File: config.mk
export PLATFORM = sky130hd
export DESIGN_NAME = snn_tick_scheduler_flat
export DESIGN_NICKNAME = d
export VERILOG_FILES = /design/src/rtl/snn_tick_scheduler_if.sv /design/src/rtl/snn_tick_scheduler.sv /design/src/flat_wrapper.sv
export SDC_FILE = /design/constraint.sdc
export NUM_CORES = 1
export LEC_CHECK = 0
export CORE_MARGIN = 2
export CORE_UTILIZATION = 45
export DETAILED_ROUTE_END_ITERATION = 16
export PLACE_DENSITY_LB_ADDON = 0.08
export SKIP_LAST_GASP = 1
export SYNTH_ARGS = -nofsm -noshare
export SYNTH_HDL_FRONTEND = slang
export SYNTH_SLANG_ARGS = --single-unit
File: constraint.sdc
create_clock -name clk -period 2.1 [get_ports clk]
set_input_delay 0.63 -clock clk [delete_from_list [all_inputs] [get_ports clk]]
set_output_delay 0.63 -clock clk [all_outputs]
set_load 0.02 [all_outputs]
File: src/rtl/snn_tick_scheduler_if.sv
// ============================================================================
// Module   : snn_tick_scheduler_if
// Purpose  : Update-request, spike-event and status bundle of the SNN tick
//            scheduler.
// Revision : 1.0
// ============================================================================
`default_nettype none

interface snn_tick_scheduler_if #(
    parameter int IDX_W = 2
);
    logic             enable;
    logic             upd_valid;
    logic [IDX_W-1:0] upd_idx;
    logic             upd_ready;
    logic             upd_done;
    logic             upd_spike;
    logic             ev_valid;
    logic [IDX_W-1:0] ev_idx;
    logic             ev_ready;
    logic             busy;
    logic             overrun;
    logic             ev_drop;
    logic [7:0]       step_count;

    modport master (
        input  enable, upd_ready, upd_done, upd_spike, ev_ready,
        output upd_valid, upd_idx, ev_valid, ev_idx, busy, overrun, ev_drop, step_count
    );

    modport slave (
        output enable, upd_ready, upd_done, upd_spike, ev_ready,
        input  upd_valid, upd_idx, ev_valid, ev_idx, busy, overrun, ev_drop, step_count
    );
endinterface

`default_nettype wire

File: src/rtl/snn_tick_scheduler.sv
// ============================================================================
// Module   : snn_tick_scheduler
// Purpose  : Timestep generator that sweeps N_NEURONS through a shared LIF/STDP
//            datapath and queues the resulting spike events.
// Revision : 1.0
// ============================================================================
`default_nettype none

module snn_tick_scheduler #(
    parameter int N_NEURONS = 4,
    parameter int IDX_W     = 2,
    parameter int TICK_DIV  = 16,
    parameter int EV_DEPTH  = 4
) (
    input  wire logic              clk,
    input  wire logic              reset,
    snn_tick_scheduler_if.master   bus
);

    localparam int c_TCW = $clog2(TICK_DIV);
    localparam int c_PW  = $clog2(EV_DEPTH);
    localparam int c_CW  = c_PW + 1;

    localparam logic [c_TCW-1:0] c_TICK_LAST = c_TCW'(TICK_DIV - 1);
    localparam logic [IDX_W-1:0] c_IDX_LAST  = IDX_W'(N_NEURONS - 1);

    localparam logic [1:0] c_S_IDLE  = 2'd0;
    localparam logic [1:0] c_S_ISSUE = 2'd1;
    localparam logic [1:0] c_S_WAIT  = 2'd2;
    localparam logic [1:0] c_S_NEXT  = 2'd3;

    logic [1:0]       r_state;
    logic [1:0]       w_next_state;
    logic [c_TCW-1:0] r_tick_cnt;
    logic [IDX_W-1:0] r_idx;
    logic [7:0]       r_step;
    logic             r_overrun;
    logic             r_drop;
    logic [IDX_W-1:0] r_mem [EV_DEPTH];
    logic [c_PW-1:0]  r_wr_ptr;
    logic [c_PW-1:0]  r_rd_ptr;
    logic [c_CW-1:0]  r_count;

    logic w_tick;
    logic w_upd_valid;
    logic w_busy;
    logic w_last;
    logic w_empty;
    logic w_full;
    logic w_pop;
    logic w_push_req;
    logic w_push;

    assign w_tick = bus.enable && (r_tick_cnt == c_TICK_LAST);
    assign w_last = (r_idx == c_IDX_LAST);

    always_ff @(posedge clk or posedge reset) begin
        if (reset) begin
            r_tick_cnt <= '0;
        end else if (bus.enable) begin
            r_tick_cnt <= (r_tick_cnt == c_TICK_LAST) ? '0 : r_tick_cnt + 1'b1;
        end
    end

    always_ff @(posedge clk or posedge reset) begin
        if (reset) begin
            r_state <= c_S_IDLE;
        end else begin
            r_state <= w_next_state;
        end
    end

    always_comb begin
        w_next_state = r_state;
        case (r_state)
            c_S_IDLE:  if (w_tick)        w_next_state = c_S_ISSUE;
            c_S_ISSUE: if (bus.upd_ready) w_next_state = c_S_WAIT;
            c_S_WAIT:  if (bus.upd_done)  w_next_state = c_S_NEXT;
            c_S_NEXT:  w_next_state = w_last ? c_S_IDLE : c_S_ISSUE;
            default:   w_next_state = c_S_IDLE;
        endcase
    end

    always_comb begin
        w_upd_valid = (r_state == c_S_ISSUE);
        w_busy      = (r_state != c_S_IDLE);
    end

    // A tick that lands mid-sweep is flagged and then simply dropped.
    always_ff @(posedge clk or posedge reset) begin
        if (reset) begin
            r_idx     <= '0;
            r_step    <= '0;
            r_overrun <= 1'b0;
        end else begin
            if (r_state == c_S_IDLE && w_tick) begin
                r_idx <= '0;
            end else if (r_state == c_S_NEXT && !w_last) begin
                r_idx <= r_idx + 1'b1;
            end
            if (r_state == c_S_NEXT && w_last) begin
                r_step <= r_step + 1'b1;
            end
            if (w_tick && w_busy) begin
                r_overrun <= 1'b1;
            end
        end
    end

    assign w_empty    = (r_count == '0);
    assign w_full     = r_count[c_CW-1];
    assign w_pop      = bus.ev_ready && !w_empty;
    assign w_push_req = (r_state == c_S_WAIT) && bus.upd_done && bus.upd_spike;
    assign w_push     = w_push_req && (!w_full || w_pop);

    always_ff @(posedge clk) begin
        if (w_push) begin
            r_mem[r_wr_ptr] <= r_idx;
        end
    end

    always_ff @(posedge clk or posedge reset) begin
        if (reset) begin
            r_wr_ptr <= '0;
            r_rd_ptr <= '0;
            r_count  <= '0;
            r_drop   <= 1'b0;
        end else begin
            if (w_push) r_wr_ptr <= r_wr_ptr + 1'b1;
            if (w_pop)  r_rd_ptr <= r_rd_ptr + 1'b1;
            case ({w_push, w_pop})
                2'b10:   r_count <= r_count + 1'b1;
                2'b01:   r_count <= r_count - 1'b1;
                default: r_count <= r_count;
            endcase
            if (w_push_req && w_full && !w_pop) begin
                r_drop <= 1'b1;
            end
        end
    end

    assign bus.upd_valid  = w_upd_valid;
    assign bus.upd_idx    = r_idx;
    assign bus.busy       = w_busy;
    assign bus.overrun    = r_overrun;
    assign bus.ev_drop    = r_drop;
    assign bus.step_count = r_step;
    assign bus.ev_valid   = !w_empty;
    assign bus.ev_idx     = w_empty ? '0 : r_mem[r_rd_ptr];

endmodule

`default_nettype wire

File: src/flat_wrapper.sv
// flat-port wrapper written by rule: the top's interface ports become plain ports
module snn_tick_scheduler_flat 
#(
    parameter int N_NEURONS = 4,
    parameter int IDX_W     = 2,
    parameter int TICK_DIV  = 16,
    parameter int EV_DEPTH  = 4
)
  (clk, reset, bus_enable, bus_upd_ready, bus_upd_done, bus_upd_spike, bus_ev_ready, bus_upd_valid, bus_upd_idx, bus_ev_valid, bus_ev_idx, bus_busy, bus_overrun, bus_ev_drop, bus_step_count);
  snn_tick_scheduler_if #(.IDX_W(IDX_W)) bus_i ();
  input  wire logic clk;
  input  wire logic reset;
  input wire logic [$bits(bus_i.enable)-1:0] bus_enable;
  input wire logic [$bits(bus_i.upd_ready)-1:0] bus_upd_ready;
  input wire logic [$bits(bus_i.upd_done)-1:0] bus_upd_done;
  input wire logic [$bits(bus_i.upd_spike)-1:0] bus_upd_spike;
  input wire logic [$bits(bus_i.ev_ready)-1:0] bus_ev_ready;
  output wire logic [$bits(bus_i.upd_valid)-1:0] bus_upd_valid;
  output wire logic [$bits(bus_i.upd_idx)-1:0] bus_upd_idx;
  output wire logic [$bits(bus_i.ev_valid)-1:0] bus_ev_valid;
  output wire logic [$bits(bus_i.ev_idx)-1:0] bus_ev_idx;
  output wire logic [$bits(bus_i.busy)-1:0] bus_busy;
  output wire logic [$bits(bus_i.overrun)-1:0] bus_overrun;
  output wire logic [$bits(bus_i.ev_drop)-1:0] bus_ev_drop;
  output wire logic [$bits(bus_i.step_count)-1:0] bus_step_count;
  assign bus_i.enable = bus_enable;
  assign bus_i.upd_ready = bus_upd_ready;
  assign bus_i.upd_done = bus_upd_done;
  assign bus_i.upd_spike = bus_upd_spike;
  assign bus_i.ev_ready = bus_ev_ready;
  assign bus_upd_valid = bus_i.upd_valid;
  assign bus_upd_idx = bus_i.upd_idx;
  assign bus_ev_valid = bus_i.ev_valid;
  assign bus_ev_idx = bus_i.ev_idx;
  assign bus_busy = bus_i.busy;
  assign bus_overrun = bus_i.overrun;
  assign bus_ev_drop = bus_i.ev_drop;
  assign bus_step_count = bus_i.step_count;
  snn_tick_scheduler #(.N_NEURONS(N_NEURONS), .IDX_W(IDX_W), .TICK_DIV(TICK_DIV), .EV_DEPTH(EV_DEPTH)) u_core (.clk(clk), .reset(reset), .bus(bus_i));
endmodule
==> flow_summary.yaml, run 1 <==
# generated from flow reports
run_status:
  status: "complete, but fails checks"
  failed_checks: "negative setup slack"
setup_path:
  cp-endpoint: "bus_ev_idx[1]"
  startpoint: "u_core.r_rd_ptr[0]$_DFFE_PP0P_"
  crit_slowest_cell: "mux4_2"
  critical_path_class: "reg -> out"
cts:
  numCtsBuffers: 5
power:
  power.total_mw: 3.25
  seqPwrFrac_pct: 35.3
  p_int_mw: 2.09
  p_per_area_nw_per_um2: 1500
synth:
  logic_family: "simple AND/OR/NAND/NOR gates"
  ys.flop_type: "dfrtp_1"
  top_cell_area_share_pct: 38.7
  synthArstFlopShare_pct: 75.8
  xor_share_pct: 8.67
route:
  drt-vias-per-instance: 4.87
floorplanning:
  top_level_ports: 24
  die_x_um: 63.9
  n_tap_cell: 46
place:
  hpwlAfterDp_um: 1970
timing:
  worst_slack_ps: -78.5
  setup_viol: 2
flow_run:
  drv_cap: 0
==> run 1: registers in the layout, indices dropped and copies added, names as in the netlist <==
register and cells:
u_core.r_rd_ptr 2, u_core.r_tick_cnt 4, u_core.r_state 2, u_core.bus.overrun 1, u_core.bus.ev_drop 1, u_core.r_mem 8, u_core.bus.step_count 8, u_core.r_count 3
u_core.r_wr_ptr 2, u_core.bus.upd_idx 2
==> run 1: layer usage <==
layer | wire [um] | GRT usage [%] | vias up
li1 | - | - | 511
met1 | 1220 | 18.8 | 510
met2 | 1430 | 26.4 | 26
met3 | 119 | 4.75 | 10
met4 | 63 | 6.79 | 0
met5 | 0 | 0 | -
==> run 1: critical path, delay by kind of cell, from the launching register on <==
family | cells | cell delay, ps
simple gates | 1 | 150
mux | 1 | 520
buf+inv | 1 | 120
flops | 1 | 420
Run 1, met3 routing:
(6 px per um)
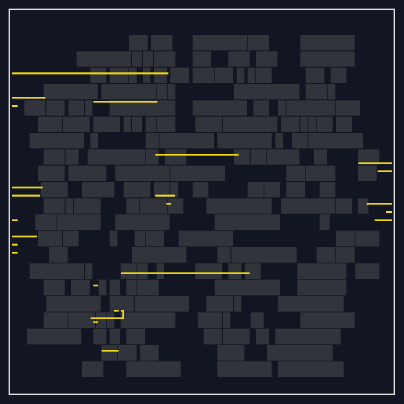
main direction = horizontal
share of all routed wire = 4.2%
longest straight run = 25.8 um

Run 1, clock nets:
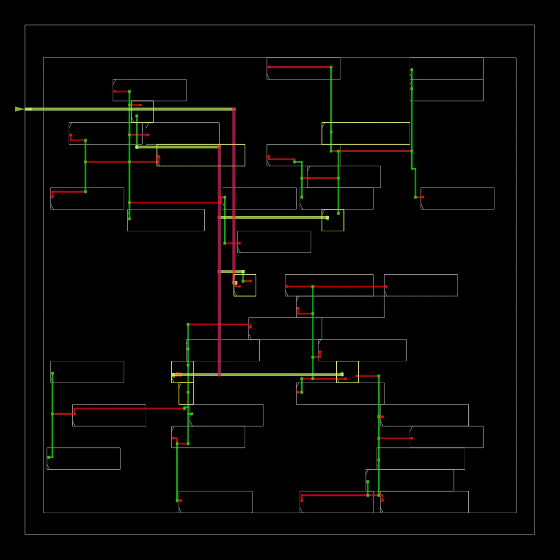
clk ins delay skew pair: 340 ps
Sink Count: 33
reported clock group power: 0.587 mW

Run 1, wiring heat map:
(6 px per um) 13 x 13 tiles, from dark purple (low) to yellow (high), scaled to the fullest tile. Values are wire area over tile area, all layers added.
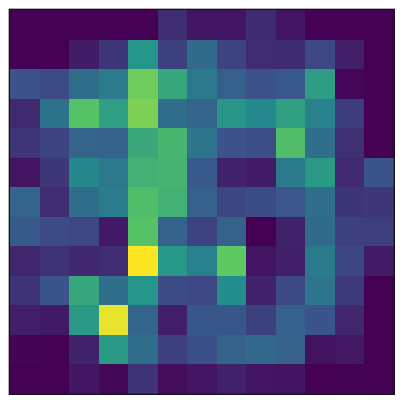
mean over tiles = 0.11
emptiest ninth of the die = south-east
fullest tile = 0.43
tiles over half the peak = 15%
densest ninth of the die = center
nearly empty tiles = 16%
wire per inst: 13.1 um
All-Layer GR Usage: 15.8%
routed vias: 1,057
Routed WL: 2830 um

==> inputs of run 2 (changes only) <==
- GPL_ROUTABILITY_DRIVEN: default -> 0
==> flow_summary.yaml, run 2 <==
# generated from flow reports
run_status:
  status: "complete, but fails checks"
  failed_checks: "negative setup slack"
place:
  place_ws_ps: -440
  hpwlAfterDp_um: 1970
timing:
  setup_viol: 2
  worst_slack_ps: -78.5
  finalHoldViolCount: 0
  min_period_ps: 2180
  finalClockPeriodUsage_pct: 104
  tns_ps: -138
route:
  vias: 1057
  drt-vias-per-instance: 4.87
  detail_route.wl_per_cell_um: 13.1
  wl_um: 2830
floorplanning:
  top_level_ports: 24
  core.rowCount: 21
  n_tap_cell: 46
  die_x_um: 63.9
synth:
  ys.flop_type: "dfrtp_1"
  yosysChipArea_um2: 1620
  top_cell_area_share_pct: 38.7
power:
  power.total_mw: 3.25
  p_clk_mw: 0.587
  seqPwrFrac_pct: 35.3
  p_int_mw: 2.09
final_layout:
  flop-count: 33
  comb-cell-share_pct: 34.8
  buffers: 36
  nClkBuffers: 5
  fin_cells: 217
  seq_share_pct: 40.1
cts:
  cts_tree: "built"
  clock_latency_ps: 340
  clock_sinks: 33
  numCtsBuffers: 5
setup_path:
  critical_path_class: "reg -> out"
  cp-endpoint: "bus_ev_idx[1]"
  startpoint: "u_core.r_rd_ptr[0]$_DFFE_PP0P_"
grt:
  grtUsageTotal_pct: 15.8
flow_run:
  drv_cap: 0
min_path:
  min_path_type: "reg -> reg"
==> run 2: routing by layer <==
layer  GRT usage (%)  up-vias  part of all wire, %  routed length (um)
met4            6.79        0                  2.2                  63
met5               0        -                    0                   0
met3            4.75       10                  4.2                 119
li1                -      511                    -                   -
met2            26.4       26                   50                1430
met1            18.8      510                   43                1220
==> run 2: cells by family after synthesis <==
family / after synthesis / synth area share (%)
adder cells (fa/ha/maj): 14 / 11.3
XOR/XNOR: 16 / 8.67
AND-OR/OR-AND: 9 / 4.26
flip-flops: 33 / 53.6
multiplexers: 9 / 7.66
AND/OR/NAND/NOR: 32 / 11.3
buffers and inverters: 14 / 3.25
==> run 2: worst max-delay path, cell delays in order, from the launching register on <==
cell and delay, ps:
dfrtp_1 420, mux4_2 520, and2_4 150, buf_6 120
Run 2, met3 routing:
(6 px per um)
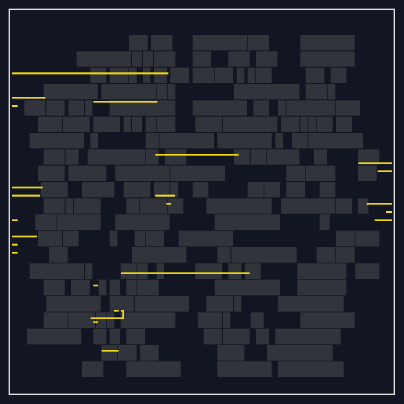
met3 Track Usage GR: 4.75%

Run 2, cells by drive strength:
(4 px per um)
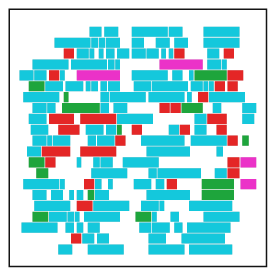
x6 and larger -> magenta  # cells 4, share 2.3%
x1 and smaller -> cyan  # cells 125, share 73%
x2 -> green  # cells 14, share 8.2%
x3 and x4 -> red  # cells 28, share 16%

Power is estimated from default activity; no workload was simulated.
